[src/rtl/nes_bus_arb_pkg.sv]
// Shared NES bus definitions: arbiter state encoding, CPU address map and
// arbitration mode selectors.
package nes_bus_arb_pkg;

    typedef enum logic [1:0] {
        ST_IDLE = 2'd0,
        ST_HALT = 2'd1,
        ST_XFER = 2'd2
    } arb_state_t;

    typedef enum logic [2:0] {
        RGN_RAM = 3'd0,
        RGN_PPU = 3'd1,
        RGN_APU = 3'd2,
        RGN_JPD = 3'd3,
        RGN_MMC = 3'd4
    } region_t;

    localparam logic [15:0] RAM_HI = 16'h1FFF;
    localparam logic [15:0] PPU_HI = 16'h3FFF;
    localparam logic [15:0] APU_LO = 16'h4000;
    localparam logic [15:0] JPD_LO = 16'h4016;
    localparam logic [15:0] JPD_HI = 16'h4017;
    localparam logic [15:0] MMC_LO = 16'h4020;

    localparam int ARB_FIXED = 0;
    localparam int ARB_RR    = 1;

    // Joypad ports sit inside the APU window, so they are tested first.
    function automatic region_t addr_region(input logic [15:0] addr);
        if (addr <= RAM_HI)
            return RGN_RAM;
        else if (addr <= PPU_HI)
            return RGN_PPU;
        else if (addr >= JPD_LO && addr <= JPD_HI)
            return RGN_JPD;
        else if (addr >= APU_LO && addr < MMC_LO)
            return RGN_APU;
        else
            return RGN_MMC;
    endfunction

endpackage

[src/rtl/nes_bus_rr_pick.sv]
// Combinational requestor picker: returns a one-hot winner, searching upward
// from the pointer and wrapping. A zero pointer gives fixed lowest-index priority.
module nes_bus_rr_pick
    import nes_bus_arb_pkg::*;
#(
    parameter int N_DMA = 2,
    parameter int PTR_W = (N_DMA > 1) ? $clog2(N_DMA) : 1
) (
    input  logic [N_DMA-1:0] req,
    input  logic [PTR_W-1:0] ptr,
    output logic [N_DMA-1:0] gnt
);

    // Offsets are walked from farthest to nearest so the nearest request wins.
    always_comb begin
        gnt = '0;
        for (int off = N_DMA - 1; off >= 0; off--) begin
            for (int k = 0; k < N_DMA; k++) begin
                if (req[k] && (k == (int'(ptr) + off) % N_DMA)) begin
                    gnt    = '0;
                    gnt[k] = 1'b1;
                end
            end
        end
    end

endmodule

[src/rtl/nes_bus_arb.sv]
// NES CPU/DMA bus arbiter: halts the CPU on a read cycle, grants the bus to one
// DMA requestor for a bounded burst, and decodes the shared slave read mux.
module nes_bus_arb
    import nes_bus_arb_pkg::*;
#(
    parameter int N_DMA     = 2,
    parameter int ARB_MODE  = 0,
    parameter int MAX_BURST = 256
) (
    input  logic                 i_clk,
    input  logic                 i_rst,
    input  logic [15:0]          i_cpu_addr,
    input  logic                 i_cpu_r_wn,
    input  logic [7:0]           i_cpu_wdata,
    output logic [7:0]           o_cpu_rdata,
    output logic                 o_cpu_pause,
    input  logic [N_DMA-1:0]     i_dma_req,
    output logic [N_DMA-1:0]     o_dma_gnt,
    input  logic [16*N_DMA-1:0]  i_dma_addr,
    input  logic [N_DMA-1:0]     i_dma_r_wn,
    input  logic [8*N_DMA-1:0]   i_dma_wdata,
    output logic [7:0]           o_dma_rdata,
    output logic [N_DMA-1:0]     o_dma_rvalid,
    output logic [15:0]          o_bus_addr,
    output logic [7:0]           o_bus_wdata,
    output logic                 o_bus_r_wn,
    input  logic [7:0]           i_ram_rdata,
    input  logic [7:0]           i_ppu_rdata,
    input  logic [7:0]           i_apu_rdata,
    input  logic [7:0]           i_jpd_rdata,
    input  logic [7:0]           i_mmc_rdata
);

    localparam int         PTR_W     = (N_DMA > 1) ? $clog2(N_DMA) : 1;
    localparam logic [7:0] LAST_BEAT = 8'(MAX_BURST - 1);

    arb_state_t       state;
    logic [PTR_W-1:0] owner;
    logic [PTR_W-1:0] rr_ptr;
    logic [PTR_W-1:0] pick_ptr;
    logic [PTR_W-1:0] pick_idx;
    logic [PTR_W-1:0] next_ptr;
    logic [7:0]       beat_cnt;
    logic [7:0]       hold_rdata;
    logic [7:0]       bus_rdata;
    logic [N_DMA-1:0] pick_gnt;
    logic [N_DMA-1:0] owner_onehot;
    logic             owner_req;

    assign pick_ptr = (ARB_MODE == ARB_RR) ? rr_ptr : '0;

    nes_bus_rr_pick #(
        .N_DMA (N_DMA),
        .PTR_W (PTR_W)
    ) u_pick (
        .req (i_dma_req),
        .ptr (pick_ptr),
        .gnt (pick_gnt)
    );

    always_comb begin
        pick_idx = '0;
        for (int k = 0; k < N_DMA; k++) begin
            if (pick_gnt[k])
                pick_idx = PTR_W'(k);
        end
    end

    assign next_ptr = (int'(pick_idx) == N_DMA - 1) ? '0 : pick_idx + 1'b1;

    always_comb begin
        owner_onehot = '0;
        for (int k = 0; k < N_DMA; k++) begin
            owner_onehot[k] = (int'(owner) == k);
        end
    end

    assign owner_req = |(i_dma_req & owner_onehot);

    // The owner's slice only reaches the bus while it actually holds the grant.
    always_comb begin
        o_bus_addr  = i_cpu_addr;
        o_bus_wdata = i_cpu_wdata;
        o_bus_r_wn  = i_cpu_r_wn;
        if (state == ST_XFER) begin
            for (int k = 0; k < N_DMA; k++) begin
                if (owner_onehot[k]) begin
                    o_bus_addr  = i_dma_addr[16*k +: 16];
                    o_bus_wdata = i_dma_wdata[8*k +: 8];
                    o_bus_r_wn  = i_dma_r_wn[k];
                end
            end
        end
    end

    always_comb begin
        case (addr_region(o_bus_addr))
            RGN_RAM: bus_rdata = i_ram_rdata;
            RGN_PPU: bus_rdata = i_ppu_rdata;
            RGN_APU: bus_rdata = i_apu_rdata;
            RGN_JPD: bus_rdata = i_jpd_rdata;
            default: bus_rdata = i_mmc_rdata;
        endcase
    end

    assign o_dma_rdata  = bus_rdata;
    assign o_dma_gnt    = (state == ST_XFER) ? owner_onehot : '0;
    assign o_dma_rvalid = o_dma_gnt & i_dma_r_wn;
    assign o_cpu_pause  = (state != ST_IDLE);
    assign o_cpu_rdata  = (state == ST_IDLE) ? bus_rdata : hold_rdata;

    // A halt only starts on a CPU read cycle; every grant returns through IDLE.
    always_ff @(posedge i_clk or posedge i_rst) begin
        if (i_rst) begin
            state      <= ST_IDLE;
            owner      <= '0;
            rr_ptr     <= '0;
            beat_cnt   <= '0;
            hold_rdata <= 8'h00;
        end else begin
            case (state)
                ST_IDLE: begin
                    hold_rdata <= bus_rdata;
                    if (|i_dma_req && i_cpu_r_wn)
                        state <= ST_HALT;
                end
                ST_HALT: begin
                    if (|i_dma_req) begin
                        owner    <= pick_idx;
                        beat_cnt <= '0;
                        state    <= ST_XFER;
                        if (ARB_MODE == ARB_RR)
                            rr_ptr <= next_ptr;
                    end else begin
                        state <= ST_IDLE;
                    end
                end
                ST_XFER: begin
                    if (!owner_req || beat_cnt == LAST_BEAT)
                        state <= ST_IDLE;
                    else
                        beat_cnt <= beat_cnt + 8'd1;
                end
                default: state <= ST_IDLE;
            endcase
        end
    end

endmodule
[config.mk]
export PLATFORM = sky130hd
export DESIGN_NAME = nes_bus_arb
export DESIGN_NICKNAME = d
export VERILOG_FILES = /design/src/rtl/nes_bus_arb_pkg.sv /design/src/rtl/nes_bus_rr_pick.sv /design/src/rtl/nes_bus_arb.sv
export SDC_FILE = /design/constraint.sdc
export NUM_CORES = 1
export LEC_CHECK = 0
export ABC_CLOCK_PERIOD_IN_PS = 4800
export CAP_MARGIN = 10
export CORE_UTILIZATION = 25
export CTS_CLUSTER_SIZE = 14
export DETAILED_ROUTE_END_ITERATION = 10
export PLACE_DENSITY = 0.65
export SYNTH_ARGS = -nofsm -noshare
export SYNTH_HDL_FRONTEND = slang
export SYNTH_HIERARCHICAL = 1
export SYNTH_SLANG_ARGS = --single-unit
[constraint.sdc]
create_clock -name i_clk -period 4.8 [get_ports i_clk]
set_clock_uncertainty 0.15 [all_clocks]
set_input_delay 1.44 -clock i_clk [delete_from_list [all_inputs] [get_ports i_clk]]
set_output_delay 1.44 -clock i_clk [all_outputs]
set_load 0.1 [all_outputs]
==> run_1/final_congestion.png <==
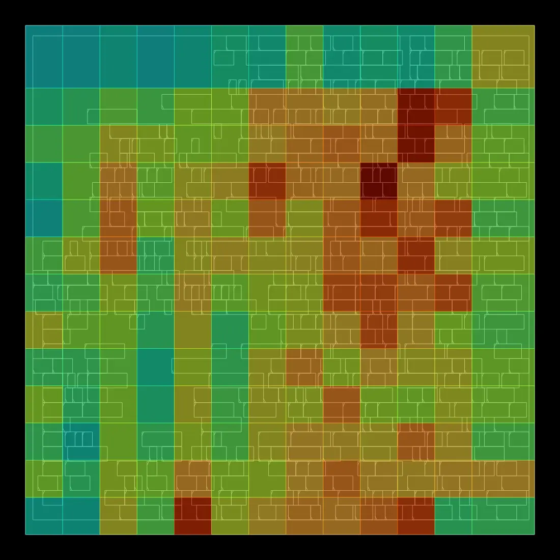
fin util: 64.94%
drt wl/cell: 16.17 µm
GRT Util Overall: 20.97%
M1 GR Usage: 23.46%
GR Util met2: 40.28%

==> run_1/port_nets.png <==
Scale bar: 20 µm.
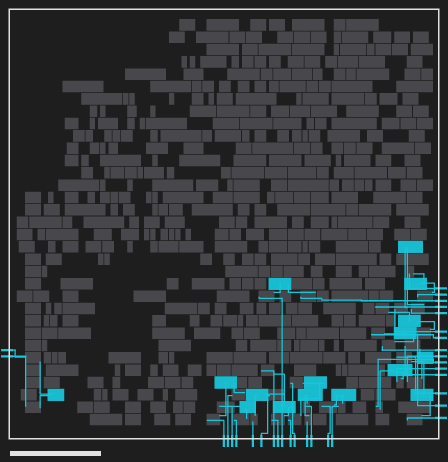
`i_dma_addr`: shown in cyan, bits 32, direction input, edge 15 bottom, 15 right, 2 left, end cells 16, buffers 32, wire 572 µm.
Buffers on Ports: 164
I/O pin cnt: 165

==> run_1/clock_map.png <==
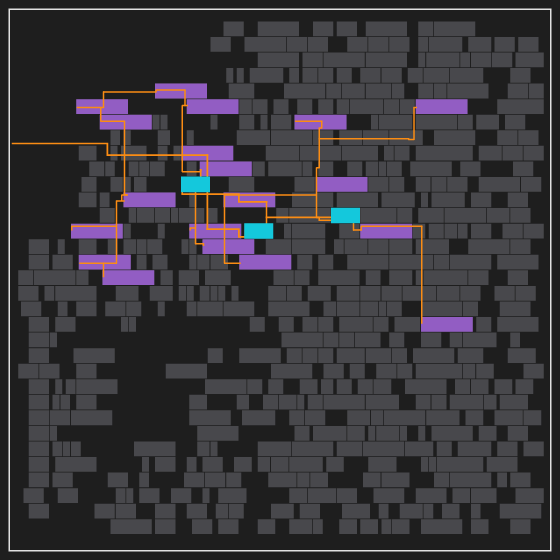
clock wires: shown in orange, length 316 µm. cells driving clock nets: shown in cyan, count 3. flip-flops: shown in purple, count 19.
There are 4 routed clock nets.
clk latency late pin: 0.27 ns
clock power share: 3.5%
P_clk: 0.000121 W

==> run_1/met1.png <==
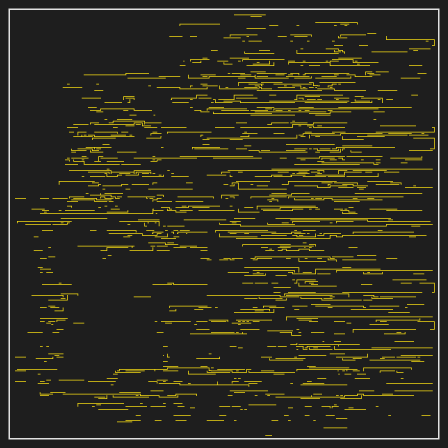
The layer carries 3670 µm of wire. The layer holds 39% of the routed length. 504 nets have wire on it. The wires run mostly horizontal.
DR vias: 2910
final wirelength: 9508 µm

==> results.yml, run 1 <==
# physical design summary
pwr:
  max-vdd-ir-drop_v: 0.0003989
  p_total_w: 0.003507
  power_per_cell_area_nw_per_um2: 653.9
  leakage_nw: 2.262
placed_design:
  dp.final_hpwl_um: 6859
  dpl_cell_area_um2: 4847
  dp_slack_ns: -0.3255
  finalWeightedCongestion: 0.8056
  placedCellCount: 565
finish:
  mostFrequentLayoutCells: "clkdlybuf4s50_1, buf_4, buf_12"
  stdcell_count: 588
  synthToLayoutAreaGrowth_pct: 151.2
  stdcell_area_um2: 5363
  insertedDiodeCount: 0
  nNetsFinal: 607
  lay_top_count: "clkdlybuf4s50_1"
  drive_gt1_share_pct: 46.17
final_timing:
  whs_ns: 0.3514
  fin_ws_ns: -0.08494
  min_period_over_period_pct: 101.8
  final-setup-viol-count: 16
  finalCriticalPeriod_ns: 4.885
  drv_slew: 0
  final_hold_viol_count: 0
  slew_headroom_pct: 28.53
  tns_ns: -0.7394
  worstMarginPinSlew_ns: 1.071
  rsz0062_at_grt: "yes"
  clock.fmax_mhz: 204.7
floorplanning:
  core-area_um2: 8258
  die_w_um: 94.40
  die_h_um: 94.40
  rows: 33
  fp_util_pct: 25.85
  dieArea_um2: 8911
setup_path:
  worstSetupEndpointType: "output pin"
  crit_arrival_ns: 3.29
  path_max_fanout: 8
  crit_type: "in -> out"
  cp_data_required_time_ns: 3.21
  critPathLaunchType: "input port"
min_path:
  hp-class: "reg -> reg"
flow_run:
  drv_cap: 0
  warning_count: 31
yosys:
  synthesis.instances: 274
  syn-cell-area_um2: 2135
  synth.avg_cell_area_um2: 7.790
  yosys_warnings: 6
  fp_nets: 397
cts:
  cts_buffers: 3
  cts.sinks: 19
  cts_tree: "yes"
  root_buffer: "clkbuf_8"
  htree_num_levels: 1
  clk_pin_slew_ns: 0.08
  clk_path_buf_depth: 2
global_routing:
  antenna_found_initial: 0
  grt_pass1_wl_um: 14790
  grt_pass1_vias: 3024
  grt.busiest_layer: "met2"
  grt_overflow: 0
  use_met3_pct: 4.509
  grt_max_degree: 30
detailed_routing:
  ant_nets: 0
  vias_per_cell: 4.949
  wl_met3_um: 860
  drt_first_pass_iters: 4
  drc: 0
  met2RoutedLength_um: 4749
  drtIter0Drc: 62
  wl_met1_um: 3665
  top_layer: "met4"
outcome:
  status: "finished, violations left"
  violations: "negative setup slack"
-- run 1: report_power, final --
| part | switching, W | total [W] | internal (W) |
|---|---|---|---|
| Combinational | 0.00194 | 0.00316 | 0.00121 |
| Sequential | 0.0000187 | 0.000228 | 0.000209 |
| Clock | 0.0000625 | 0.000121 | 0.0000587 |
| Total | 0.00202 | 0.00351 | 0.00148 |
-- run 1: sequential cells by signal (all words and copies together), names as in the netlist --
register,count
beat_cnt,8
hold_rdata,8
owner,1
state,2
-- run 1: path summary, 6_finish.rpt --
check,start,end,slack [ns],cells after the start
worst min register to register,beat_cnt[7],beat_cnt[7],0.35,1
worst max-delay path,i_dma_addr[29],o_dma_rdata[2],-0.08,12
max in group asynchronous,i_rst,state[0],2.54,2
worst max register to register,state[0],hold_rdata[5],1.64,14
worst min-delay path,beat_cnt[7],beat_cnt[7],0.35,1
min in group asynchronous,i_rst,hold_rdata[7],1.47,2
-- run 1: worst max-delay path: stages --
cell,delay [ns]
buf_6,0.09
mux2i_1,0.15
a21o_1,0.21
clkinvlp_4,0.13
buf_6,0.13
nor3_4,0.22
nand4b_1,0.17
buf_6,0.17
o211ai_1,0.18
buf_4,0.19
a21oi_4,0.05
buf_12,0.17
-- run 1: layout make-up --
cell class | count | area (µm²)
multi-input combinational | 224 | 2152
fill | 660 | 2895
clock buffer | 3 | 41.29
inverter | 15 | 63.81
timing repair buffer | 221 | 2491
clock inverter | 1 | 7.507
tap | 105 | 131.4
sequential | 19 | 475.5
-- run 1: repair_timing --
item                                    in CTS  in global routing
pin swaps                                   51                 19
endpoints found under the setup margin      16                 16
hold buffers                                 0                  0
setup buffers                               14                  3
cloned                                       3                  0
resized                                    124                 32
==> run_1/registers.png <==
Other sequential cells in the stronger grey, the rest of the logic in the fainter grey.
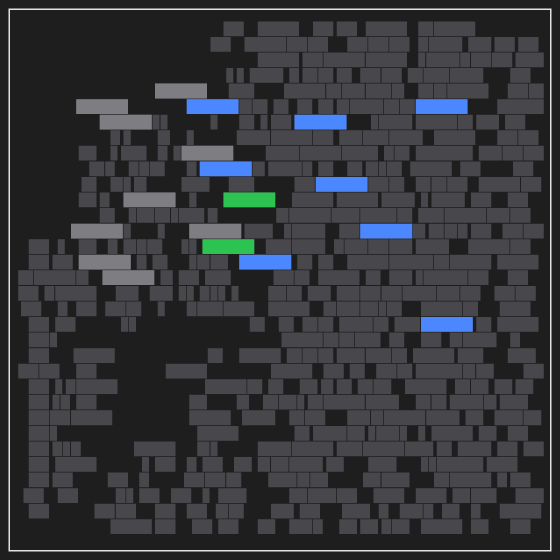

## Run 2: what changed since run 1
--- a/config.mk
+++ b/config.mk
@@ -5,12 +5,12 @@
 export SDC_FILE = /design/constraint.sdc
 export NUM_CORES = 1
 export LEC_CHECK = 0
-export ABC_CLOCK_PERIOD_IN_PS = 4800
+export ABC_CLOCK_PERIOD_IN_PS = 4930
 export CAP_MARGIN = 10
 export CORE_UTILIZATION = 25
 export CTS_CLUSTER_SIZE = 14
 export DETAILED_ROUTE_END_ITERATION = 10
-export PLACE_DENSITY = 0.65
+export PLACE_DENSITY = 0.62
 export SYNTH_ARGS = -nofsm -noshare
 export SYNTH_HDL_FRONTEND = slang
 export SYNTH_HIERARCHICAL = 1
==> constraint.sdc (replaced) <==
create_clock -name i_clk -period 4.93 [get_ports i_clk]
set_clock_uncertainty 0.15 [all_clocks]
set_input_delay 1.479 -clock i_clk [delete_from_list [all_inputs] [get_ports i_clk]]
set_output_delay 1.479 -clock i_clk [all_outputs]
set_load 0.1 [all_outputs]
==> run_2/registers.png <==
Other sequential cells in the stronger grey, the rest of the logic in the fainter grey.
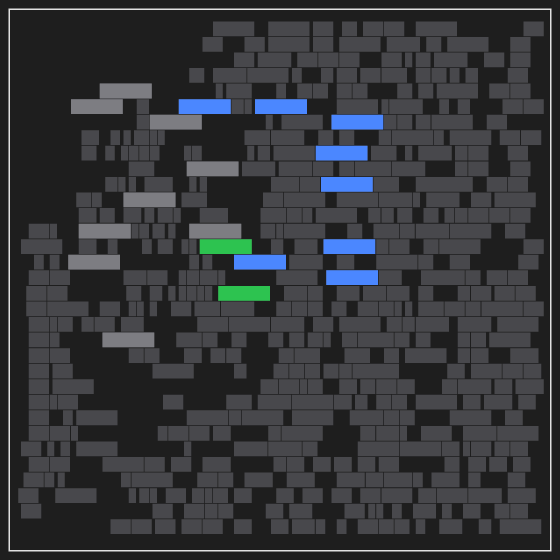
`hold_rdata`: shown in blue, flops 8. `state`: shown in green, flops 2.
Another 9 sequential cells are not coloured.
P_seq: 0.000225 W
fin util: 63.48%
register area: 475.5 µm²
Seq area share: 9.069%

==> run_2/final_congestion.png <==
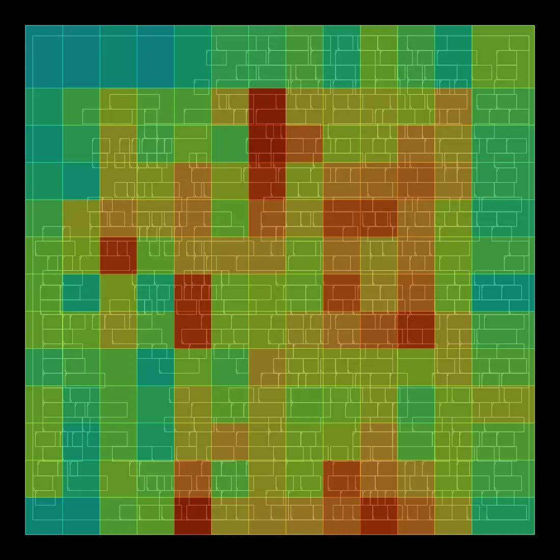
GR Util met3: 3.382%
drt wl/cell: 15.47 µm
GRT Util Overall: 19.59%
GR Util met2: 36.29%
M1 GR Usage: 23.96%

==> results.yml, run 2 <==
# physical design summary
global_routing:
  grt_overflow: 0
  antenna_found_initial: 0
  grt.busiest_layer: "met2"
  grt_pass1_wl_um: 13870
  grt_pass1_vias: 2905
cts:
  root_buffer: "clkbuf_8"
  clk_path_buf_depth: 2
  clk_latency_ns: 0.26
  htree_num_levels: 1
  cts_buffers: 3
  clk_pin_slew_ns: 0.08
  cts_tree: "yes"
  cts.sinks: 19
yosys:
  syn-cell-area_um2: 2135
  yosys_warnings: 6
  fp_nets: 397
  synthesis.instances: 274
  synth.avg_cell_area_um2: 7.790
final_timing:
  clock.fmax_mhz: 200.9
  finalCriticalPeriod_ns: 4.977
  min_period_over_period_pct: 101.0
  whs_ns: 0.3550
  rsz0062_at_grt: "yes"
  worstMarginPinSlew_ns: 1.070
  drv_slew: 0
  tns_ns: -0.2819
  final_hold_viol_count: 0
  final-setup-viol-count: 9
  fin_ws_ns: -0.04738
finish:
  insertedDiodeCount: 0
  logic_area_um2: 2048
  stdcell_area_um2: 5243
  nNetsFinal: 610
  top_regs: "beat_cnt (8), hold_rdata (8), state (2)"
  mostFrequentLayoutCells: "clkdlybuf4s50_1, buf_4, buf_12"
  drive_gt1_share_pct: 45.27
  fillers: 697
  synthToLayoutAreaGrowth_pct: 145.6
setup_path:
  slowest_stage: "and4b_2"
  slowest_delay_ns: 0.35
  crit_type: "in -> out"
  cp_data_required_time_ns: 3.30
  critPathLaunchType: "input port"
  crit_top_cell: "buf_12"
  worstSetupEndpointType: "output pin"
  path_max_fanout: 7
  crit_arrival_ns: 3.35
pwr:
  p_comb_share_pct: 90.0
  max-vdd-ir-drop_v: 0.0002385
  p_int_w: 0.001427
  p_seq_share_pct: 6.7
  sw_frac_of_total_pct: 57.43
  switchingPower_w: 0.001924
  power_per_cell_area_nw_per_um2: 639.2
  clkPwrFrac_pct: 3.3
placed_design:
  dp.final_hpwl_um: 6893
  finalWeightedCongestion: 0.8048
  dpl_cell_area_um2: 4802
  placedCellCount: 564
outcome:
  status: "finished, violations left"
  violations: "negative setup slack"
detailed_routing:
  postRouteWirelength_um: 9145
  drtIter0Drc: 31
  vias_per_cell: 4.931
  ant_nets: 0
  drt_first_pass_iters: 6
  top_layer: "met4"
  wl_met3_um: 635
  vias: 2914
  met2RoutedLength_um: 4573
  drc: 0
  wl_met1_um: 3819
floorplanning:
  die_h_um: 94.40
  dieArea_um2: 8911
  fp_util_pct: 25.85
  die_w_um: 94.40
  ioPinCount: 165
flow_run:
  warning_count: 31
  drv_cap: 0
min_path:
  hp-class: "reg -> reg"
[run 2: worst paths after layout]
path	from	endpoint	slack (ns)	depth (start not counted)
worst min register to register	beat_cnt[7]	beat_cnt[7]	0.35	1
worst min-delay path	beat_cnt[7]	beat_cnt[7]	0.35	1
min in group asynchronous	i_rst	hold_rdata[3]	1.51	2
worst max register to register	state[0]	hold_rdata[7]	1.92	14
worst max-delay path	i_dma_addr[25]	o_cpu_rdata[4]	-0.05	9
max in group asynchronous	i_rst	beat_cnt[6]	2.64	2
[run 2: critical path, delay by kind of cell]
kind            cells  cell delay, ns
simple gates        2            0.64
buf+inv             3            0.47
compound gates      2            0.31
mux                 2            0.44
[run 2: through the flow]
stage / setup WS (ns) / util, % / total power [W]
after CTS: -0.03649 / 62.11 / 0.003306
final: -0.04738 / 63.48 / 0.003351
after global routing: -0.1053 / 63.48 / 0.003483
after global placement: -0.2386 / 58.15 / 0.002986
after detailed placement: -0.2891 / 58.15 / 0.003011
after floorplan: -0.4532 / - / 0.002070
[run 2: cell type report]
class | count | share of cell area [%]
Clock inverter | 1 | 0.09547
Multi-Input combinational cell | 223 | 39.07
Timing Repair Buffer | 225 | 47.26
Sequential cell | 19 | 9.069
Clock buffer | 3 | 0.7876
Tap cell | 105 | 2.506
Inverter | 15 | 1.217
[run 2: timing repair]
action,4_1_cts,5_1_grt
setup endpoints to repair,16,16
gates cloned,1,1
setup buffers,15,7
pin swaps,33,14
resized,113,22
[run 2: power by group through the flow]
stage / Combinational, W / Clock [W] / Sequential [W]
after floorplan: 0.00185 / 0 / 0.000223
after global placement: 0.00276 / 0 / 0.000225
after detailed placement: 0.00278 / 0 / 0.000227
after CTS: 0.00297 / 0.000113 / 0.000224
after global routing: 0.00313 / 0.000121 / 0.000228
final: 0.00302 / 0.000110 / 0.000225
Power is estimated from default activity; no workload was simulated.
